`src/rtl/sdram_load_writer.sv`:
```
// sdram_load_writer: downstream stage of the SD-card loader.
// Accepts the loader's 16-bit word stream, buffers it in a small FIFO and
// replays each word as an Avalon-MM master write into the SDRAM controller.
// Reports completion once the loader is done and every buffered word is
// committed, or a sticky error when the loader reports an SD init failure.
//
// Optional feature macro: LOAD_CHECKSUM_EN adds a 16-bit running sum of the
// committed write data on port checksum (frozen once DONE or ERR is reached).
`timescale 1ns/1ps

module sdram_load_writer #(
    parameter int unsigned FIFO_DEPTH = 8,      // power of 2, >= 2
    parameter logic [24:0] BASE_ADDR  = 25'h0
) (
    input  logic        clk50,
    input  logic        reset_n,
    // Loader side
    input  logic        ram_we,
    input  logic [24:0] ram_address,
    input  logic [15:0] ram_data,
    output logic        ram_op_begun,
    input  logic        ram_init_done,
    input  logic        ram_init_error,
    // Avalon-MM master
    output logic [24:0] avm_address,
    output logic        avm_write,
    output logic [15:0] avm_writedata,
    output logic [1:0]  avm_byteenable,
    input  logic        avm_waitrequest,
    // Status
    output logic        load_done,
    output logic        load_error,
`ifdef LOAD_CHECKSUM_EN
    output logic [15:0] checksum,
`endif
    output logic [24:0] words_written
);

    localparam int unsigned AW = (FIFO_DEPTH > 1) ? $clog2(FIFO_DEPTH) : 1;

    typedef enum logic [2:0] {
        StIdle,
        StRun,
        StDrain,
        StDone,
        StErr
    } state_e;

    state_e state_q, state_d;

    // FIFO storage; entries hold the already-offset SDRAM address
    logic [24:0]   addr_mem [FIFO_DEPTH];
    logic [15:0]   data_mem [FIFO_DEPTH];
    logic [AW-1:0] wr_ptr_q, wr_ptr_d;
    logic [AW-1:0] rd_ptr_q, rd_ptr_d;
    logic [AW:0]   count_q, count_d;

    // A write that was stalled last cycle must stay asserted, even in ERR
    logic          hold_q, hold_d;

    logic          load_done_q, load_done_d;
    logic          load_error_q, load_error_d;
    logic [24:0]   words_q, words_d;

    logic          fifo_full;
    logic          fifo_empty;
    logic          push;
    logic          pop;
    logic          flush;

    // FIFO status; depth is a power of two so the count MSB marks full
    always_comb begin
        fifo_full  = count_q[AW];
        fifo_empty = (count_q == '0);
    end

    // Loader acknowledge and Avalon outputs
    always_comb begin
        ram_op_begun   = ram_we & ~fifo_full & (state_q == StRun);
        avm_write      = (state_q == StErr) ? hold_q : ~fifo_empty;
        avm_address    = '0;
        avm_writedata  = '0;
        if (avm_write) begin
            avm_address   = addr_mem[rd_ptr_q];
            avm_writedata = data_mem[rd_ptr_q];
        end
        avm_byteenable = {2{avm_write}};
        push           = ram_op_begun;
        pop            = avm_write & ~avm_waitrequest;
        // In ERR everything queued is dropped once no write is stalled on the bus
        flush          = (state_q == StErr) & ~(avm_write & avm_waitrequest);
    end

    // Next-state logic for the load sequence
    always_comb begin
        state_d = state_q;
        case (state_q)
            StIdle:  state_d = StRun;
            StRun:   if (ram_init_done) state_d = StDrain;
            StDrain: if (fifo_empty && !avm_write) state_d = StDone;
            default: state_d = state_q;
        endcase
        // DONE and ERR are terminal; the error has priority everywhere else
        if (ram_init_error && (state_q != StDone) && (state_q != StErr)) begin
            state_d = StErr;
        end
    end

    // FIFO pointer / occupancy and status next-state
    always_comb begin
        wr_ptr_d     = wr_ptr_q;
        rd_ptr_d     = rd_ptr_q;
        count_d      = count_q;
        hold_d       = avm_write & avm_waitrequest;
        words_d      = words_q;
        load_done_d  = load_done_q;
        load_error_d = load_error_q;

        if (flush) begin
            rd_ptr_d = wr_ptr_q;
            count_d  = '0;
        end else begin
            if (push) wr_ptr_d = wr_ptr_q + 1'b1;
            if (pop)  rd_ptr_d = rd_ptr_q + 1'b1;
            if (push && !pop) begin
                count_d = count_q + 1'b1;
            end else if (!push && pop) begin
                count_d = count_q - 1'b1;
            end
        end

        if (pop) words_d = words_q + 25'd1;
        if (state_d == StDone) load_done_d = 1'b1;
        if (state_d == StErr)  load_error_d = 1'b1;
    end

    // State and control registers
    always_ff @(posedge clk50 or negedge reset_n) begin
        if (!reset_n) begin
            state_q      <= StIdle;
            wr_ptr_q     <= '0;
            rd_ptr_q     <= '0;
            count_q      <= '0;
            hold_q       <= 1'b0;
            words_q      <= '0;
            load_done_q  <= 1'b0;
            load_error_q <= 1'b0;
        end else begin
            state_q      <= state_d;
            wr_ptr_q     <= wr_ptr_d;
            rd_ptr_q     <= rd_ptr_d;
            count_q      <= count_d;
            hold_q       <= hold_d;
            words_q      <= words_d;
            load_done_q  <= load_done_d;
            load_error_q <= load_error_d;
        end
    end

    // FIFO storage write; contents are don't-care until pushed
    always_ff @(posedge clk50) begin
        if (push) begin
            addr_mem[wr_ptr_q] <= ram_address + BASE_ADDR;
            data_mem[wr_ptr_q] <= ram_data;
        end
    end

    always_comb begin
        load_done     = load_done_q;
        load_error    = load_error_q;
        words_written = words_q;
    end

`ifdef LOAD_CHECKSUM_EN
    logic [15:0] checksum_q;

    // Running sum of committed data, frozen in the terminal states
    always_ff @(posedge clk50 or negedge reset_n) begin
        if (!reset_n) begin
            checksum_q <= '0;
        end else if (pop && (state_q != StDone) && (state_q != StErr)) begin
            checksum_q <= checksum_q + avm_writedata;
        end
    end

    always_comb begin
        checksum = checksum_q;
    end
`endif

endmodule
```
`config.mk`:
```
export PLATFORM = sky130hd
export DESIGN_NAME = sdram_load_writer
export DESIGN_NICKNAME = d
export VERILOG_FILES = /design/src/rtl/sdram_load_writer.sv
export SDC_FILE = /design/constraint.sdc
export NUM_CORES = 1
export LEC_CHECK = 0
export CAP_MARGIN = 40
export CELL_PAD_IN_SITES_DETAIL_PLACEMENT = 1
export CELL_PAD_IN_SITES_GLOBAL_PLACEMENT = 2
export CORE_MARGIN = 2
export CORE_UTILIZATION = 30
export CTS_CLUSTER_DIAMETER = 150
export DETAILED_ROUTE_END_ITERATION = 10
export GPL_ROUTABILITY_DRIVEN = 1
export PLACE_DENSITY = 0.65
export SYNTH_ARGS = -nofsm -noshare
export SYNTH_HDL_FRONTEND = slang
export SYNTH_SLANG_ARGS = --single-unit
```
`constraint.sdc`:
```
create_clock -name clk50 -period 5.4 [get_ports clk50]
set_clock_uncertainty 0.1 [all_clocks]
set_input_delay 1.62 -clock clk50 [delete_from_list [all_inputs] [get_ports clk50]]
set_output_delay 1.62 -clock clk50 [all_outputs]
set_load 0.02 [all_outputs]
```
Run 1, routing congestion:
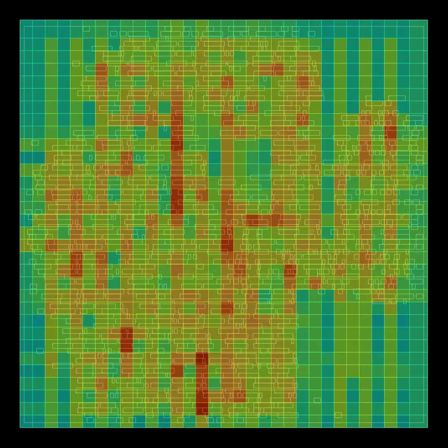
GR Util met1: 19.00%
met3 usage: 3.778%

Run 1, cell density map:
22 x 22 tiles, from black (low) to pale yellow (high), 0 to 100% covered.
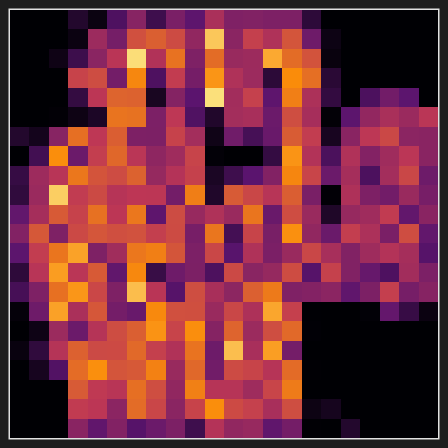
- nearly empty tiles: 21%
- fullest tile: 93%
- tiles over 75% full: 4.5%
- mean over tiles: 35%
core area: 0.04775 sq mm
Core Density at Floorplan: 30.37%

Run 1, cells coloured by class:
Bar = 50 um. Fill, decap, tap and diode cells in grey.
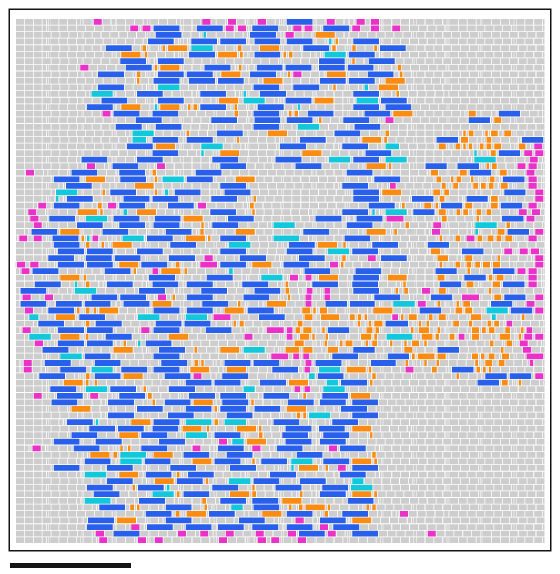
- clock drivers and dummy loads: cyan (cells 78; share of their area 8.3%)
- flops: blue (cells 369; share of their area 63%)
- other buffers and delay cells: magenta (cells 146; share of their area 8.5%)
- all other logic: orange (cells 371; share of their area 20%)
sequential fraction of total cell area: 60.27%
final design utilization: 37.82%
# rows: 80
final instance area: 0.01806 sq mm

Run 1, signal wires by layer:
Bar = 50 um. Only two layers are drawn.
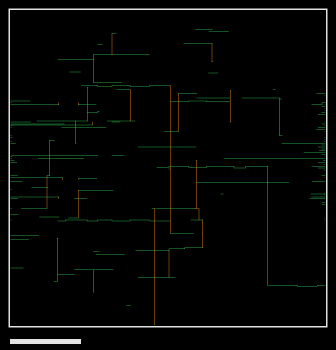
- met4: orange (wire length 662 um)
- met3: green (wire length 1,740 um)
drt total wl: 34,160 um
routed len/inst: 21.63 um

==> impl_metrics.py, run 1 <==
# Physical implementation metrics
metrics = {
    "outcome": {
        "status": "finished clean",
    },
    "worst_setup_path": {
        "timing.critical_path.buf_inv": 2,
        "critPathTopFamily": "buffers and inverters",
        "cp_max_fo": 59,
        "critPathCaptureType": "output pin",
        "cp_cell_sequence": "or3b_1 > a21o_2 > buf_12 > a21oi_1 > clkdlybuf4s50_1",
        "endpoint": "avm_address[2]",
        "rrSetupSlack_ns": 2.42,
        "cp.arrival_ns": 3.13,
        "crit_slowest_cell": "clkdlybuf4s50_1",
        "max_stage_delay_ns": 0.69,
        "start_kind": "register",
        "worst-path-stages": 5,
        "cp.required_ns": 3.68,
    },
    "min_path": {
        "hold_class": "register to register",
        "min_from": "load_error",
        "whs_endpoint": "load_error",
        "hold_depth": 2,
    },
    "logic_synthesis": {
        "synth_flop_count": 369,
        "ys_seq_share_pct": 75.00,
        "ys_sh_simple_pct": 5.574,
        "synthTopLogicFamily": "multiplexers",
        "synth_warnings": 0,
        "yosys.area_share.xor_xnor_pct": 1.691,
        "aoi_share_pct": 2.382,
        "ys_cells": 782,
        "ys_sh_mux_pct": 13.09,
        "ys_chip_area_sq_mm": 0.01450,
        "synth_area_sq_mm": 0.01450,
        "ys.flop_type": "edfxtp_1",
        "async_flop_share_pct": 11.11,
        "common_cells": "edfxtp_1 (328), nand2_1 (109), mux4_2 (82)",
        "syn_avg_cell_area_sq_um": 18.54,
        "ys_types": 45,
        "synth_top_area_share_pct": 67.93,
        "yosysMostFrequentCell": "edfxtp_1",
        "edf_count": 328,
        "yosysTopAreaCell": "edfxtp_1",
    },
    "global_route": {
        "grt_first_pass_wirelength_um": 51910,
        "grt_pass1_vias": 8179,
        "grtUsageTotal_pct": 13.94,
        "antenna_found_initial": 5,
        "busiest_layer": "met2",
        "use_met2_pct": 22.12,
        "grt_max_degree": 60,
        "globalRouteOverflowTotal": 0,
    },
    "final_timing": {
        "holdWs_ns": 0.3682,
        "period_needed_ns": 4.847,
        "setup_viol": 0,
        "setup_tns_ns": 0,
        "fin_ws_ns": 0.5530,
        "rsz0062_at_grt": "false",
        "hold_viol": 0,
        "fmax_mhz": 206.3,
        "fin_crit_sh_pct": 89.76,
        "max_slew.worst_pin.slew_ns": 0.7317,
    },
    "place": {
        "placed_area_sq_mm": 0.01663,
        "numPortBuffers": 118,
        "dp_cells": 1501,
        "hpwlAfterDp_um": 19090,
        "routabilityCongestion": 0.7369,
    },
    "die": {
        "io-pin-count": 119,
        "fp.dieW_um": 223.9,
        "die_h_um": 223.9,
    },
    "cts": {
        "postCtsSetupBuffers": 0,
        "numCtsBuffers": 43,
        "htreeDepth": 2,
        "cts_hold_buf": 0,
        "path_clk_slew_ns": 0.07,
        "clockBufferDepth": 3,
        "worstSkewPairLatency_ns": 0.58,
        "ctsResizeCount": 0,
        "root_buffer": "clkbuf_16",
    },
    "layout": {
        "insertedDiodeCount": 0,
        "layout-drive-gt1-share_pct": 19.61,
        "syn2layout_area_growth_pct": 24.55,
    },
    "pwr": {
        "power.density_mw_per_mm2": 358.6,
        "finalPower_uw": 6476,
        "vdd_drop_max_mv": 0.1931,
        "p_sw_uw": 1358,
        "sw_frac_of_total_pct": 20.97,
        "p_int_uw": 5118,
        "p_clk_share_pct": 45.2,
        "comb_power_share_pct": 5.9,
        "p_leak_uw": 0.005967,
    },
    "drt": {
        "drtIter0Drc": 449,
        "drc": 0,
        "ant_nets": 0,
        "met2WireLength_um": 15890,
        "met3_length_um": 1744,
        "via_per_inst": 4.796,
        "drtPass1Iterations": 4,
    },
    "job": {
        "max-cap-violations": 0,
    },
}
## run 1: registers in the layout (all words and copies together), names as in the netlist
register       cells
state_q            3
load_error         1
words_written     25
wr_ptr_q           3
hold_q             1
addr_mem         200
count_q            4
rd_ptr_q           3
load_done          1
data_mem         128
## run 1: placed cells by master (no fill, tap or decap), drive strengths merged, types with 5 or more instances in the layout
| master | n |
|---|---|
| edfxtp | 328 |
| clkdlybuf4s50 | 117 |
| nand2 | 109 |
| mux4 | 82 |
| clkbuf | 61 |
| a21oi | 45 |
| dfrtp | 41 |
| buf | 29 |
| xor2 | 16 |
| inv | 16 |
| nor4 | 15 |
| xnor2 | 12 |
| clkinv | 10 |
| nor2 | 8 |
| nand3 | 7 |
| nand4 | 7 |
| nor3 | 6 |
| ha | 5 |
| bufinv | 5 |
## run 1: cell type report
class	count	area, sq um	area share [%]
well taps	615	769.5	4.261
clock inverters	17	237.7	1.316
clock buffers	61	1194	6.609
inverters	15	56.30	0.3118
flip-flops and latches	369	10880	60.27
repair buffers	146	1474	8.161
multi-input cells	356	3445	19.07
## run 1: worst min-delay path: cells and delay by family (launching register included)
| family | cells | cell delay (ns) |
|---|---|---|
| compound gates | 1 | 0.05 |
| flops | 1 | 0.34 |
| buf+inv | 1 | 0.04 |
## run 1: power groups by stage
stage / logic (uW) / registers (uW) / clock network, uW
4_1_cts: 392 / 3170 / 3030
6_report: 381 / 3170 / 2930
3_5_place_dp: 391 / 3230 / 0
5_1_grt: 420 / 3170 / 3120
3_3_place_gp: 384 / 3230 / 0
2_1_floorplan: 245 / 3210 / 0
## run 1: cells by family after synthesis
| family | Yosys count |
|---|---|
| and+or+nand+nor | 174 |
| muxes | 87 |
| buffers and inverters | 57 |
| xor gates and xnor gates | 28 |
| adders and majority gates | 6 |
| AOI/OAI and AO/OA | 61 |
| DFF | 369 |
==> run 2, diff against run 1 <==
Settings changed: PLACE_DENSITY 0.65 to 0.63.
Clock period 5.4 ns to 4.8 ns, I/O delays scaled along.
Run 2, cell density map:
22 x 22 tiles, from black (low) to pale yellow (high), 0 to 100% covered.
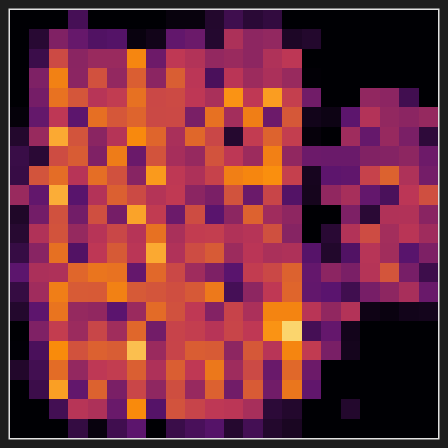
- nearly empty tiles: 19%
- fullest tile: 91%
- tiles over 75% full: 2.5%
- emptiest ninth of the die: lower right
- mean over tiles: 35%
final design utilization: 37.77%

==> run 2 against run 1 <==
Net effect: synthesized cell count unchanged; highest routed layer unchanged; routed wire length increased by 1.8%; critical path type unchanged; via count about the same; combinational power increased by 12%; sequential share of layout area increased by 0.099 points; setup slack got worse by 0.41 ns; synthesized area unchanged.
==> impl_metrics.py, run 2 <==
# Physical implementation metrics
metrics = {
    "logic_synthesis": {
        "yosys.area_share.xor_xnor_pct": 1.691,
        "yosysMostFrequentCell": "edfxtp_1",
        "synth_flop_count": 369,
        "ys_sh_simple_pct": 5.574,
        "ys_sh_mux_pct": 13.09,
        "async_flop_share_pct": 11.11,
        "ys_seq_share_pct": 75.00,
        "yosysTopAreaCell": "edfxtp_1",
        "ys_chip_area_sq_mm": 0.01450,
        "synth_top_area_share_pct": 67.93,
        "common_cells": "edfxtp_1 (328), nand2_1 (109), mux4_2 (82)",
        "synth_area_sq_mm": 0.01450,
        "edf_count": 328,
        "ys_cells": 782,
        "synthTopLogicFamily": "multiplexers",
        "syn_avg_cell_area_sq_um": 18.54,
        "ys_types": 45,
        "synth_warnings": 0,
    },
    "final_timing": {
        "holdWs_ns": 0.3610,
        "fmax_mhz": 214.5,
        "max_slew.worst_pin.slew_ns": 0.6963,
        "hold_viol": 0,
        "fin_crit_sh_pct": 97.10,
        "period_needed_ns": 4.661,
    },
    "drt": {
        "via_per_inst": 4.787,
        "totalWireLength_um": 34780,
        "wl_per_cell_um": 22.00,
        "drc": 0,
        "ant_nets": 0,
    },
    "cts": {
        "cts_hold_buf": 0,
        "ctsResizeCount": 0,
        "worstSkewPairLatency_ns": 0.55,
        "path_clk_slew_ns": 0.06,
        "clockBufferDepth": 3,
        "root_buffer": "clkbuf_16",
        "numCtsBuffers": 42,
    },
    "place": {
        "routabilityCongestion": 0.7228,
        "placed_area_sq_mm": 0.01666,
        "hpwlAfterDp_um": 20100,
        "numPortBuffers": 118,
    },
    "worst_setup_path": {
        "cp.arrival_ns": 3.12,
        "start_kind": "register",
        "critPathCaptureType": "output pin",
        "cp_cell_sequence": "or3b_1 > a21o_2 > buf_12 > buf_4 > a21oi_1 > clkdlybuf4s50_1",
    },
    "global_route": {
        "busiest_layer": "met2",
        "gr-usage-met1_pct": 19.57,
        "globalRouteOverflowTotal": 0,
        "use_met2_pct": 23.38,
        "grt_use_met3_pct": 3.476,
        "grtUsageTotal_pct": 14.42,
        "grt_max_degree": 45,
        "antenna_found_initial": 3,
        "grt_pass1_vias": 8478,
    },
    "job": {
        "max-cap-violations": 0,
    },
    "outcome": {
        "status": "finished clean",
    },
    "pwr": {
        "p_leak_uw": 0.005961,
        "finalPower_uw": 7157,
    },
    "min_path": {
        "hold_class": "register to register",
    },
    "layout": {
        "largest_register_ffs": 200,
        "insertedDiodeCount": 0,
        "final_common_cell": "edfxtp_1",
        "largest_register": "addr_mem",
    },
    "die": {
        "fp.dieW_um": 223.9,
        "die_h_um": 223.9,
        "initCoreUtil_pct": 30.37,
        "io-pin-count": 119,
        "rows": 80,
        "coreArea_sq_mm": 0.04775,
    },
}
Run 2, cells coloured by class:
Bar = 50 um. Fill, decap, tap and diode cells in grey.
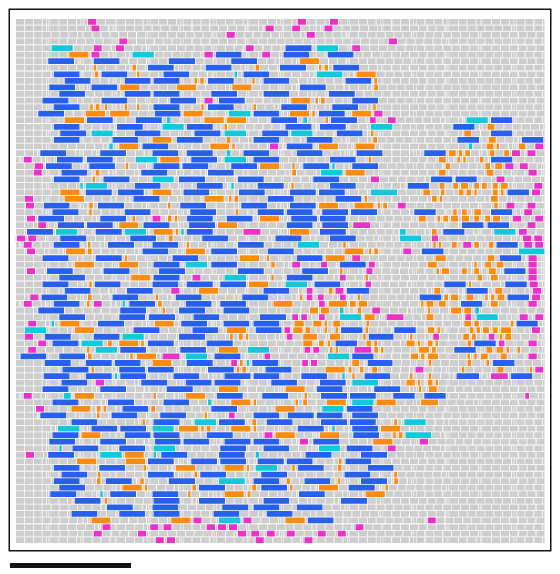
sequential fraction of total cell area: 60.37%
final instance area: 0.01803 sq mm

## run 2: cell counts after synthesis
No cell type changed its count.
## run 2: power by group
| group | switching (uW) | leakage [uW] | internal [uW] |
|---|---|---|---|
| logic | 186 | 0.00181 | 241 |
| clock network | 1300 | 0.000670 | 1860 |
| registers | 59.4 | 0.00348 | 3510 |
| total | 1540 | 0.00596 | 5610 |
## run 2: worst max-delay path, delay by kind of cell (launching register included)
kind            cells  cell delay, ns
buf+inv             3            1.04
compound gates      2            0.54
simple gates        1            0.50
flops               1            0.48
## run 2: layout make-up
class | count | area (sq um)
Fill cell | 4726 | 29710
Sequential cell | 369 | 10890
Multi-Input combinational cell | 356 | 3445
Timing Repair Buffer | 152 | 1506
Clock buffer | 47 | 1091
Tap cell | 615 | 769.5
Clock inverter | 27 | 279.0
Inverter | 15 | 56.30
## run 2: routing by layer
| layer | share of wire, % | up-vias |
|---|---|---|
| met3 | 4.6 | 45 |
| met5 | 0.12 | - |
| met4 | 1.6 | 6 |
| met2 | 48 | 141 |
| met1 | 46 | 3988 |
| li1 | - | 3388 |
## run 2: path summary, 6_finish.rpt
check                             startpoint                 to  slack, ns  cells after the start
min reg2reg                words_written[24]  words_written[24]       0.36                      1
min                        words_written[24]  words_written[24]       0.36                      1
min in group asynchronous            reset_n         load_error       0.69                      1
max                               state_q[0]  avm_writedata[13]       0.14                      6
max reg2reg                       state_q[0]         count_q[3]       1.95                      8
max in group asynchronous            reset_n  words_written[15]       3.43                      2
## run 2: cells by family after synthesis
logic type               after synthesis
AND/OR/NAND/NOR                      174
adder cells (fa/ha/maj)                6
multiplexers                          87
AND-OR/OR-AND                         61
buffers and inverters                 57
XOR/XNOR                              28
flip-flops                           369
Power is estimated from default activity; no workload was simulated.
